$ cat src/rtl/flash_loader_pkg.sv
// Shared types for the boot loader: FSM state encoding and the default frame marker.
package loader_pkg;

  typedef enum logic [2:0] {
    IDLE,
    LEN_LO,
    LEN_HI,
    DATA,
    WRITE,
    DONE,
    ERR
  } loader_state_t;

  localparam logic [7:0] SYNC_BYTE_DEFAULT = 8'hA5;

endpackage

$ cat src/rtl/flash_loader_packer.sv
// Little-endian byte-to-word packer: byte_idx selects the lane written on each load.
// word_o is the word including the byte being loaded this cycle.
module byte_packer #(
  parameter int WIDTH = 32
) (
  input  logic             clk,
  input  logic             rst_ni,
  input  logic             load_i,
  input  logic             clear_i,
  input  logic [7:0]       byte_i,
  output logic             word_full_o,
  output logic [WIDTH-1:0] word_o
);

  localparam int BPW = WIDTH / 8;
  localparam int IW  = (BPW > 1) ? $clog2(BPW) : 1;

  logic [IW-1:0]    byte_idx_q, byte_idx_d;
  logic [WIDTH-1:0] lanes_q, lanes_d;

  for (genvar gi = 0; gi < BPW; gi++) begin : g_lane
    assign lanes_d[gi*8 +: 8] = (load_i && byte_idx_q == IW'(gi)) ? byte_i : lanes_q[gi*8 +: 8];
  end

  assign word_full_o = (byte_idx_q == IW'(BPW - 1));
  assign word_o      = lanes_d;

  always_comb begin
    byte_idx_d = byte_idx_q;
    if (clear_i) begin
      byte_idx_d = '0;
    end else if (load_i) begin
      byte_idx_d = word_full_o ? '0 : byte_idx_q + IW'(1);
    end
  end

  always_ff @(posedge clk or negedge rst_ni) begin
    if (!rst_ni) begin
      byte_idx_q <= '0;
      lanes_q    <= '0;
    end else begin
      byte_idx_q <= byte_idx_d;
      lanes_q    <= lanes_d;
    end
  end

endmodule

$ cat src/rtl/flash_loader.sv
// Boot loader: parses SYNC/LEN framed byte stream, packs words and strobes them into the
// memory flash port at consecutive addresses. All outputs are registered.
module flash_loader
  import loader_pkg::*;
#(
  parameter int               WIDTH     = 32,
  parameter logic [WIDTH-1:0] BASE_ADDR = '0,
  parameter int               MAX_WORDS = 2048,
  parameter logic [7:0]       SYNC_BYTE = SYNC_BYTE_DEFAULT
) (
  input  logic             clk,
  input  logic             rst,
  input  logic [7:0]       rx_data,
  input  logic             rx_valid,
  output logic             rx_ready,
  output logic             flash_en,
  output logic [WIDTH-1:0] flash_addr,
  output logic [WIDTH-1:0] flash_data,
  output logic             busy,
  output logic             done,
  output logic             err
);

  localparam int BPW = WIDTH / 8;

  loader_state_t    state_q, state_d;
  logic [15:0]      len_q, len_d;
  logic [15:0]      word_idx_q, word_idx_d;
  logic             rx_ready_q, rx_ready_d;
  logic             flash_en_q, flash_en_d;
  logic [WIDTH-1:0] flash_addr_q, flash_addr_d;
  logic [WIDTH-1:0] flash_data_q, flash_data_d;
  logic             busy_q, busy_d;
  logic             done_q, done_d;
  logic             err_q, err_d;

  logic             accept;
  logic [15:0]      len_full;
  logic             pk_load, pk_clear, pk_full;
  logic [WIDTH-1:0] pk_word;

  assign accept   = rx_valid && rx_ready_q;
  assign len_full = {rx_data, len_q[7:0]};

  byte_packer #(.WIDTH(WIDTH)) u_packer (
    .clk        (clk),
    .rst_ni     (rst),
    .load_i     (pk_load),
    .clear_i    (pk_clear),
    .byte_i     (rx_data),
    .word_full_o(pk_full),
    .word_o     (pk_word)
  );

  always_comb begin
    state_d      = state_q;
    len_d        = len_q;
    word_idx_d   = word_idx_q;
    flash_en_d   = 1'b0;
    flash_addr_d = flash_addr_q;
    flash_data_d = flash_data_q;
    err_d        = err_q;
    pk_load      = 1'b0;
    pk_clear     = 1'b0;
    unique case (state_q)
      IDLE: if (accept && rx_data == SYNC_BYTE) begin
        state_d = LEN_LO;
        err_d   = 1'b0;
      end
      LEN_LO: if (accept) begin
        len_d   = {8'h00, rx_data};
        state_d = LEN_HI;
      end
      LEN_HI: if (accept) begin
        len_d = len_full;
        if (len_full == 16'd0 || len_full > 16'(MAX_WORDS)) begin
          state_d = ERR;
          err_d   = 1'b1;
        end else begin
          state_d    = DATA;
          word_idx_d = '0;
          pk_clear   = 1'b1;
        end
      end
      DATA: if (accept) begin
        pk_load = 1'b1;
        // Capture the completed word now so the strobe lands one cycle after its last byte.
        if (pk_full) begin
          state_d      = WRITE;
          flash_en_d   = 1'b1;
          flash_addr_d = BASE_ADDR + WIDTH'(BPW) * WIDTH'(word_idx_q);
          flash_data_d = pk_word;
        end
      end
      WRITE: begin
        word_idx_d = word_idx_q + 16'd1;
        state_d    = (word_idx_q == len_q - 16'd1) ? DONE : DATA;
      end
      DONE:    state_d = IDLE;
      ERR:     state_d = IDLE;
      default: state_d = IDLE;
    endcase
    rx_ready_d = (state_d == IDLE) || (state_d == LEN_LO) || (state_d == LEN_HI) || (state_d == DATA);
    busy_d     = (state_d == LEN_LO) || (state_d == LEN_HI) || (state_d == DATA) || (state_d == WRITE);
    done_d     = (state_d == DONE);
  end

  always_ff @(posedge clk or negedge rst) begin
    if (!rst) begin
      state_q      <= IDLE;
      len_q        <= '0;
      word_idx_q   <= '0;
      rx_ready_q   <= 1'b1;
      flash_en_q   <= 1'b0;
      flash_addr_q <= BASE_ADDR;
      flash_data_q <= '0;
      busy_q       <= 1'b0;
      done_q       <= 1'b0;
      err_q        <= 1'b0;
    end else begin
      state_q      <= state_d;
      len_q        <= len_d;
      word_idx_q   <= word_idx_d;
      rx_ready_q   <= rx_ready_d;
      flash_en_q   <= flash_en_d;
      flash_addr_q <= flash_addr_d;
      flash_data_q <= flash_data_d;
      busy_q       <= busy_d;
      done_q       <= done_d;
      err_q        <= err_d;
    end
  end

  assign rx_ready   = rx_ready_q;
  assign flash_en   = flash_en_q;
  assign flash_addr = flash_addr_q;
  assign flash_data = flash_data_q;
  assign busy       = busy_q;
  assign done       = done_q;
  assign err        = err_q;

endmodule

$ cat config.mk
export PLATFORM = sky130hd
export DESIGN_NAME = flash_loader
export DESIGN_NICKNAME = d
export VERILOG_FILES = /design/src/rtl/flash_loader_pkg.sv /design/src/rtl/flash_loader_packer.sv /design/src/rtl/flash_loader.sv
export SDC_FILE = /design/constraint.sdc
export NUM_CORES = 1
export LEC_CHECK = 0
export ABC_AREA = 1
export CAP_MARGIN = 40
export CORE_ASPECT_RATIO = 0.5
export CORE_MARGIN = 4
export CORE_UTILIZATION = 55
export DETAILED_ROUTE_END_ITERATION = 7
export DONT_BUFFER_PORTS = 1
export GPL_ROUTABILITY_DRIVEN = 0
export MAX_ROUTING_LAYER = met4
export PLACE_DENSITY = 0.7
export SLEW_MARGIN = 20
export SYNTH_ARGS = -nofsm -noshare
export SYNTH_HDL_FRONTEND = slang
export SYNTH_HIERARCHICAL = 1
export SYNTH_SLANG_ARGS = --single-unit
$ cat constraint.sdc
create_clock -name clk -period 4.1 [get_ports clk]
set_input_delay 1.025 -clock clk [delete_from_list [all_inputs] [get_ports clk]]
set_output_delay 1.025 -clock clk [all_outputs]
set_load 0.05 [all_outputs]
Run 1, clock wiring as the flow saved it:
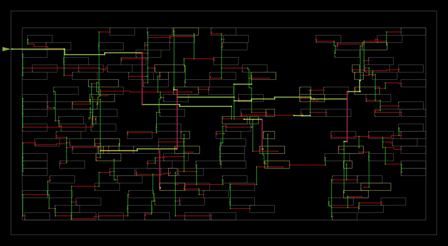
P_clk: 1570 µW
flop count: 122
Final Skew: 0.00666 ns
latest clock arrival within the worst-skew pair: 0.41 ns

Run 1, drive-strength map:
Drawn at 4 px/µm.
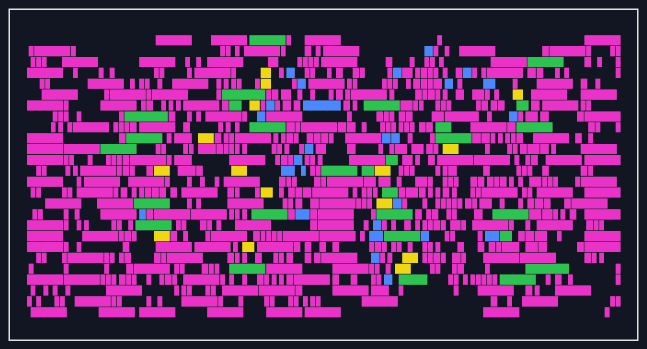
size	color	cells	most used
x6 and larger	green	28	clkbuf_16
x2	blue	26	nor2_2
x3 and x4	yellow	15	nand2_4
x1 and smaller	magenta	708	nand2_1

Run 1, wiring heat map:
Drawn at 3 px/µm. 31 x 16 tiles, from black (low) to pale yellow (high), scaled to the fullest tile. Values are wire area over tile area, all layers added.
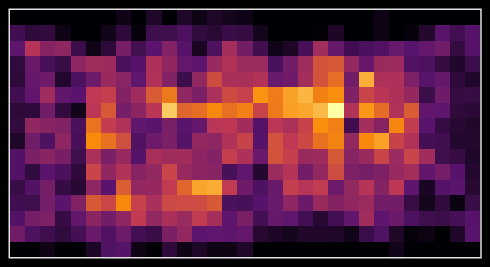
nearly empty tiles	11%
mean over tiles	0.18
tiles over half the peak	16%
fullest tile	0.60
densest ninth of the die	center

Run 1, sequential cells grouped by signal name:
Drawn at 3 px/µm. Other sequential cells in the stronger gray, the rest of the logic in the fainter gray.
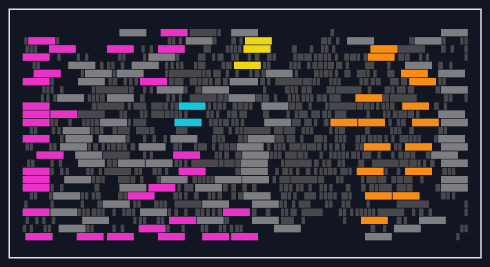
name in the netlist	color	sequential cells
flash_data	magenta	32
state_q	yellow	3
u_packer/byte_idx_q	cyan	2
word_idx_q	orange	16
not colored	69

==> out/summary.txt, run 1 <==
Synth Warn # -> 6
FF-to-FF path depth -> 13
Xor/xnor share -> 2.69%
Fin cells -> 917
TritonCTS clock tree -> yes
Crit path depth -> 13
CP bufs+invs -> 3
Netlist cell types -> 37
Share of post-route cells with drive strength above 1 -> 8.88%
R2r endpoint -> u_packer/byte_idx_q[1]
Critical Path Sink -> u_packer/byte_idx_q[1]
Synth Seq Share -> 50.2%
Final instance area -> 0.00674 mm²
Top-area cell share -> 49.8%
TritonCTS Buffers -> 17
Core Area -> 0.0105 mm²
Max_cap viols -> 0
CP top delay family -> simple AND/OR/NAND/NOR gates
Final Util -> 64.2%
Drt total wl -> 14.3 mm
Pwr/cell area -> 723 mW/mm²
First-pass GRT wire length -> 23.6 mm
Most frequent logic cell in the layout -> nand2_1
Initial antenna violation count -> 0
Async S/R FF share, synth -> 100%
Sw Ratio -> 39.9%
Vias in the first global route -> 4691
F_max -> 0.440 GHz
CP max-delay cell -> dfrtp_1
Nets -> 781
P_leak -> 0.00357 µW
# rows -> 26
Synth Area in Adders -> 1.23%
TritonRoute pass-1 iters -> 5
CTS Buffer Depth -> 2
Worst-path clk slew -> 0.06 ns
Clk root buf -> clkbuf_16
Die x size -> 157 µm
Hpwl dp -> 9.66 mm
CP Max Fanout -> 6
Global routing's busiest layer -> met2
Post_cts resized -> 0
Crit. Startpoint -> len_q[0]
Antenna viol nets, final -> 0
Critical Path Sink Type -> register
Critical Path AT -> 2.58 ns
Post-synth regs -> 122
Post-route total power -> 4870 µW
GRT met3 Usage -> 5.88%
Final setup fails -> 0
Final WS setup -> 1.83 ns
Internal -> 2930 µW
# port buffers -> 0
Hold Path Class -> primary input to async pin
Startpoint Class -> register
Syn Std Cell Area -> 0.00608 mm²
Die area -> 0.0129 mm²
Vias per cell -> 5.37
Drt wl/cell -> 15.6 µm
DR WL met3 -> 1.01 mm
Post-Syn Instances -> 765
Area Overhead vs Synth -> 10.8%
R2R Setup Slk -> 1.83 ns
Simple share -> 32.6%
Main area contributors -> dfrtp_1 (50%), nand2_1 (17%), nand3_1 (6.1%)
GRT overflow -> 0
Most frequent cells in the layout -> nand2_1 (279), dfrtp_1 (121), nand3_1 (74), inv_1 (73), nor2_1 (42)
Detail Route met2 WL -> 6.44 mm
Tightest Pin Transition -> 0.598 ns
Largest net degree at the start of global routing -> 123
Sequential share of power -> 37.2%
Placed cell count -> 885
Switch Pwr -> 1940 µW
DR top layer -> met4
Yosys aoi share -> 4.98%
Cell count listed in synth_stat.txt -> 765
Minimum clock period -> 2.27 ns
Commonest flop -> dfrtp_1
Most frequent cells after synthesis -> nand2_1 (280), dfrtp_1 (121), nand3_1 (74), inv_1 (73), nor2_1 (43)
Die Y -> 82.4 µm
Comb power frac -> 30.5%
IO Count -> 80
GRT Util Overall -> 24.4%
WP data required -> 4.41 ns
Hold Vio Cnt, Final -> 0
Critical R2R Launch -> len_q[0]
Status -> completed
Count of library flops with an enable pin -> 0
Area leader, netlist -> dfrtp_1
Most common cell in the netlist -> nand2_1
CTS H-tree lvls -> 4
CP peak stage delay -> 0.38 ns
Sink Count -> 122
run 1: power by group through the flow:
stage          Sequential (µW)  Combinational [µW]  Clock, µW
3_5_place_dp              1830                1470          0
6_report                  1810                1480       1570
3_3_place_gp              1820                1440          0
4_1_cts                   1810                1480       1590
2_1_floorplan             1750                1210          0
5_1_grt                   1850                1690       1640
run 1: registers in the layout (all words and copies together) (netlist names), 2 cells and up:
name                 count
flash_addr              16
flash_data              32
len_q                   16
state_q                  3
u_packer/byte_idx_q      2
u_packer/lanes_q        32
word_idx_q              16
run 1: layout make-up:
class / instances / area [µm²]
inverter: 75 / 282
clock inverter: 14 / 186
tap: 140 / 175
multi-input combinational: 545 / 2590
fill: 896 / 3770
timing repair buffer: 3 / 22.5
clock buffer: 18 / 429
sequential: 122 / 3050
==> run 2, diff against run 1 <==
Settings changed: PLACE_DENSITY 0.7 to 0.73.
Clock period 4.1 ns to 2 ns, I/O delays scaled along.
==> out/summary.txt, run 2 <==
ClkCell Share -> 8.59%
Critical Path Sink Type -> register
Critical Path Sink -> word_idx_q[12]
Share of post-route cells with drive strength above 1 -> 17.5%
Tightest Pin Transition -> 0.504 ns
Largest net degree at the start of global routing -> 123
Most frequent cells in the layout -> nand2_1 (265), dfrtp_1 (117), nand3_1 (71), inv_1 (67), nor2_1 (38)
Most frequent logic cell in the layout -> nand2_1
Antenna viol nets, final -> 0
Top-area cell share -> 49.8%
Multi-input gate count -> 547
TritonRoute pass-1 iters -> 5
Hpwl dp -> 9.90 mm
Commonest flop -> dfrtp_1
# rows -> 26
Async S/R FF share, synth -> 100%
Vias per cell -> 5.45
Largest class -> registers
Failing checks -> negative hold slack, negative setup slack
Clk root buf -> clkbuf_16
Most frequent cells after synthesis -> nand2_1 (280), dfrtp_1 (121), nand3_1 (74), inv_1 (73), nor2_1 (43)
Critical R2R Launch -> len_q[1]
Crit path depth -> 14
GRT Util Overall -> 25.9%
Post-synth regs -> 122
Final setup fails -> 7
Synthesis area per yosys -> 0.00608 mm²
FF-to-FF path depth -> 14
TritonCTS Buffers -> 17
Count of library flops with an enable pin -> 0
Worst hold slack -> -0.232 ns
Inverters -> 75
CP bufs+invs -> 1
Die area -> 0.0129 mm²
CP top delay family -> simple AND/OR/NAND/NOR gates
Combinational gate area -> 0.00279 mm²
P_leak -> 0.00378 µW
Area Overhead vs Synth -> 18.5%
First-pass GRT wire length -> 25.1 mm
Netlist cell types -> 37
Core Area -> 0.0105 mm²
Crit. Startpoint -> len_q[1]
Nets -> 814
Die x size -> 157 µm
Sink Count -> 122
Initial antenna violation count -> 0
Pwr/cell area -> 1510 mW/mm²
WP data required -> 2.33 ns
Vias in the first global route -> 5088
DR WL met3 -> 1.22 mm
CTS H-tree lvls -> 4
Final Skew -> 0.00861 ns
# port buffers -> 0
Minimum clock period -> 2.15 ns
Syn Std Cell Area -> 0.00608 mm²
R2R Setup Slk -> -0.15 ns
Flop count -> 122
Final instance area -> 0.00721 mm²
Hold Path Class -> primary input to async pin
Fillcell total -> 835
Startpoint Class -> register
Most common cell in the netlist -> nand2_1
Post-route total power -> 10900 µW
Main area contributors -> dfrtp_1 (50%), nand2_1 (17%), nand3_1 (6.1%)
Final WS setup -> -0.148 ns
F_max -> 0.465 GHz
Drt total wl -> 15.2 mm
IO Count -> 80
CP Max Fanout -> 5
Status -> finished with violations
Buffering overhead -> 3.87%
Area leader, netlist -> dfrtp_1
Post-Syn Instances -> 765
Tapcells -> 140
Hold Vio Cnt, Final -> 122
Latest clock arrival within the worst-skew pair -> 0.42 ns
Detail Route met2 WL -> 6.94 mm
CP peak stage delay -> 0.40 ns
Die Y -> 82.4 µm
CP max-delay cell -> dfrtp_1
Fin cells -> 950
Iteration-0 DRC Markers -> 575
GRT overflow -> 0
Worst-path clk slew -> 0.06 ns
Logic share of the area -> 38.8%
run 2: timing repair:
item                                    in CTS  in global routing
endpoints found under the setup margin       5                 21
pin swaps                                   10                 19
hold endpoints to repair                   122                122
buffers inserted                            10                  2
gates cloned                                 2                  0
gates resized                               20                 41
run 2: kinds of logic after synthesis:
kind of cell    count (synthesis)  synth area share (%)
buf+inv                       113                  8.19
simple gates                  451                  32.6
flops                         122                  50.2
compound gates                 55                  4.98
fa+ha+maj                       6                  1.23
other cells                     1                0.0616
xor+xnor                       17                  2.69
run 2: where the power goes:
part           total, µW  internal, µW  switching (µW)
clock               3220          2040            1180
sequential          3760          3010             753
combinational       3920          1470            2450
run 2: per-layer routing:
layer  GRT usage [%]  vias to the layer above
li1                -                     2459
met1            32.4                     2417
met2            41.2                      242
met3            6.66                       59
met4            10.4                        0
met5               -                        -
Run 2, sequential cells grouped by signal name:
Drawn at 3 px/µm. Other sequential cells in the stronger gray, the rest of the logic in the fainter gray.
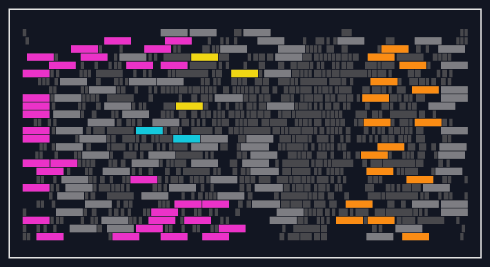
name in the netlist	color	sequential cells
state_q	yellow	3
flash_data	magenta	32
word_idx_q	orange	16
u_packer/byte_idx_q	cyan	2
not colored	69
Reg area: 0.00306 mm²
Seq/total area: 42.4%
Final Util: 68.6%
seq pwr: 3760 µW

Run 2, wiring heat map:
Drawn at 3 px/µm. 31 x 16 tiles, from black (low) to pale yellow (high), scaled to the fullest tile. Values are wire area over tile area, all layers added.
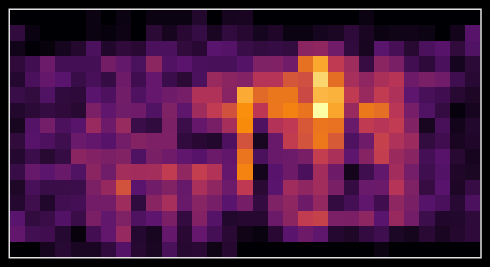
nearly empty tiles	9.7%
emptiest ninth of the die	north-west
densest ninth of the die	center
fullest tile	0.81
tiles over half the peak	9.9%
drt wl/cell: 16.0 µm
routed vias: 5177

Run 2, metal 3:
Drawn at 4 px/µm.
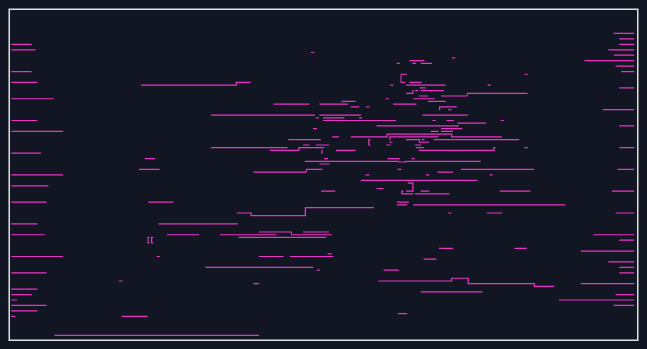
nets with wire on the layer	124
share of all routed wire	8.0%
wire length on this layer	1220 µm

Run 2, drive-strength map:
Drawn at 4 px/µm.
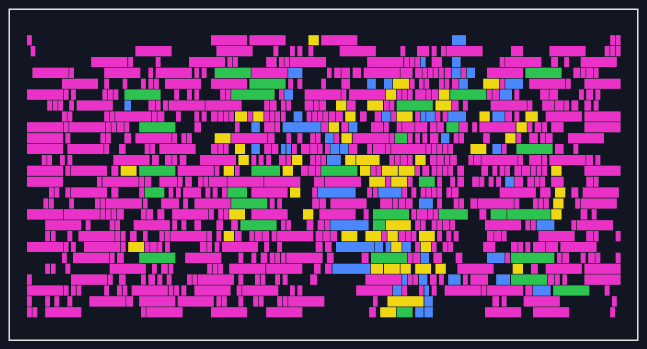

==> run 3, diff against run 2 <==
Settings changed: ABC_AREA 1 to unset, CTS_CLUSTER_DIAMETER set to 50.
Run 3, drive-strength map:
Drawn at 4 px/µm.
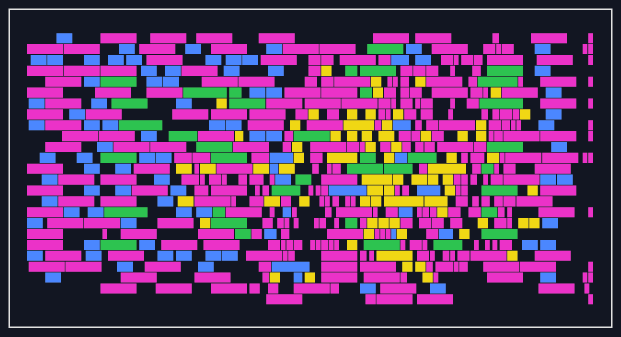
final instance area: 0.00692 mm²
Final WS setup: -0.389 ns
Plain + repair buffers: 60

Run 3, clock wiring as the flow saved it:
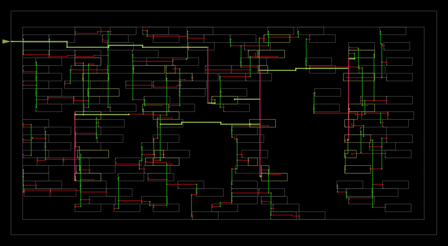
P_clk: 3290 µW
Sink Count: 122
number of clock buffers in the layout: 18

==> out/summary.txt, run 3 <==
DR WL met3 -> 708 µm
Syn_area_per_cell -> 12.2 µm²
IO Count -> 80
Critical R2R Launch -> len_q[2]
Hold Vio Cnt, Final -> 121
Die Y -> 79.1 µm
WP data required -> 2.28 ns
Setup Buffers After CTS -> 6
First-pass GRT wire length -> 19.6 mm
Synthesis area per yosys -> 0.00557 mm²
Largest class -> registers
GRT overflow -> 0
Iteration-0 DRC Markers -> 232
Critical Path Sink Type -> register
Logic share of the area -> 35.9%
GRT Util Overall -> 22.3%
Syn Std Cell Area -> 0.00557 mm²
Placed cell count -> 621
Core Area -> 0.00963 mm²
Fin cells -> 662
CP Max Fanout -> 5
Max_cap viols -> 0
Vias per cell -> 5.50
Detail Route met2 WL -> 5.72 mm
F_max -> 0.419 GHz
Internal -> 7290 µW
GRT met2 Usage -> 34.8%
Netlist cell types -> 55
Latest clock arrival within the worst-skew pair -> 0.41 ns
Nets -> 531
CTS Buffer Depth -> 2
Minimum clock period -> 2.39 ns
Main power group -> registers
Synth Seq Share -> 54.9%
Worst hold slack -> -0.215 ns
Status -> finished with violations
R2R Setup Slk -> -0.39 ns
DR top layer -> met4
Drt total wl -> 12.0 mm
Routed vias -> 3641
# port buffers -> 0
Final setup fails -> 25
Drt wl/cell -> 18.1 µm
TritonCTS Buffers -> 17
Synth Warn # -> 6
Most frequent logic cell in the layout -> dfrtp_1
Largest net degree at the start of global routing -> 123
Area leader, netlist -> dfrtp_1
GRT met3 Usage -> 5.64%
CP peak stage delay -> 0.55 ns
TritonCTS clock tree -> yes
Critical Path AT -> 2.67 ns
Global routing's busiest layer -> met2
Comb power frac -> 33.3%
Tightest Pin Transition -> 0.502 ns
DP Area -> 0.00606 mm²
Inverters -> 7
Pwr/cell area -> 1660 mW/mm²
Most common cell in the netlist -> dfrtp_1
Top-area cell share -> 54.4%
CP top delay family -> simple AND/OR/NAND/NOR gates
Hold Path Class -> primary input to async pin
CTS H-tree lvls -> 4
Flop count -> 122
Fillcell total -> 665
Multi-input gate count -> 306
Buffering overhead -> 7.87%
Commonest flop -> dfrtp_1
Clk root buf -> clkbuf_16
Sw Ratio -> 36.5%
CP bufs+invs -> 1
Async S/R FF share, synth -> 100%
Clock network power share -> 28.7%
Count of library flops with an enable pin -> 0
Final Skew -> 0.00841 ns
Sequential share of power -> 38.0%
Hpwl dp -> 7.59 mm
Main area contributors -> dfrtp_1 (54%), mux2_2 (16%), xor2_1 (3.1%)
P_leak -> 0.00330 µW
Cell count listed in synth_stat.txt -> 456
Share of post-route cells with drive strength above 1 -> 38.5%
TritonRoute pass-1 iters -> 4
Vias in the first global route -> 3709
Post_cts resized -> 15
Startpoint Class -> register
Most frequent cells in the layout -> dfrtp_1 (120), mux2_2 (80), buf_4 (51), nor2_1 (29), nand2_1 (29)
Comb. pwr -> 3820 µW
Most frequent cells after synthesis -> dfrtp_1 (121), mux2_2 (80), nand2_1 (31), nor2_1 (30), xor2_1 (20)
Post-Syn Instances -> 456
Worst-path clk slew -> 0.06 ns
Die area -> 0.0119 mm²
Crit. Startpoint -> len_q[2]
GR Util met1 -> 28.8%
Initial antenna violation count -> 0
Final WS setup -> -0.389 ns
Failing checks -> negative hold slack, negative setup slack
Die x size -> 150 µm
# rows -> 25
Area Overhead vs Synth -> 24.3%
Run 3, sequential cells grouped by signal name:
Drawn at 3 px/µm. Other sequential cells in the stronger gray, the rest of the logic in the fainter gray.
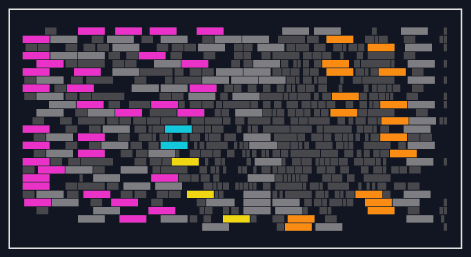
Seq/total area: 44.2%
Final Util: 71.8%
seq pwr: 4360 µW
Reg area: 0.00306 mm²

[run 3: cell types whose count changed after synthesis, moves of 13 or more]
cell and delta:
mux2_2 +80, nand3_1 -62, nand2_1 -249, inv_1 -67, o21ai_0 -21, nor2_1 -13
[run 3: cell families after synthesis]
kind of cell,after synthesis,synth area share (%)
xor+xnor,37,5.82
flops,122,54.9
other cells,1,0.0674
compound gates,44,5.85
simple gates,122,11.4
buf+inv,43,4.29
mux,81,16.4
fa+ha+maj,6,1.35
[run 3: final timing paths]
| path | to | cells past startpoint |
|---|---|---|
| worst max-delay path | state_q[1] | 7 |
| worst min-delay path | u_packer/lanes_q[3] | 0 |
| worst max register to register | state_q[1] | 7 |
| worst min register to register | u_packer/lanes_q[24] | 1 |
| max in group asynchronous | rx_ready | 0 |
| min in group clk | len_q[3] | 2 |
No activity file was given, so power comes from the tool's default toggle rates.
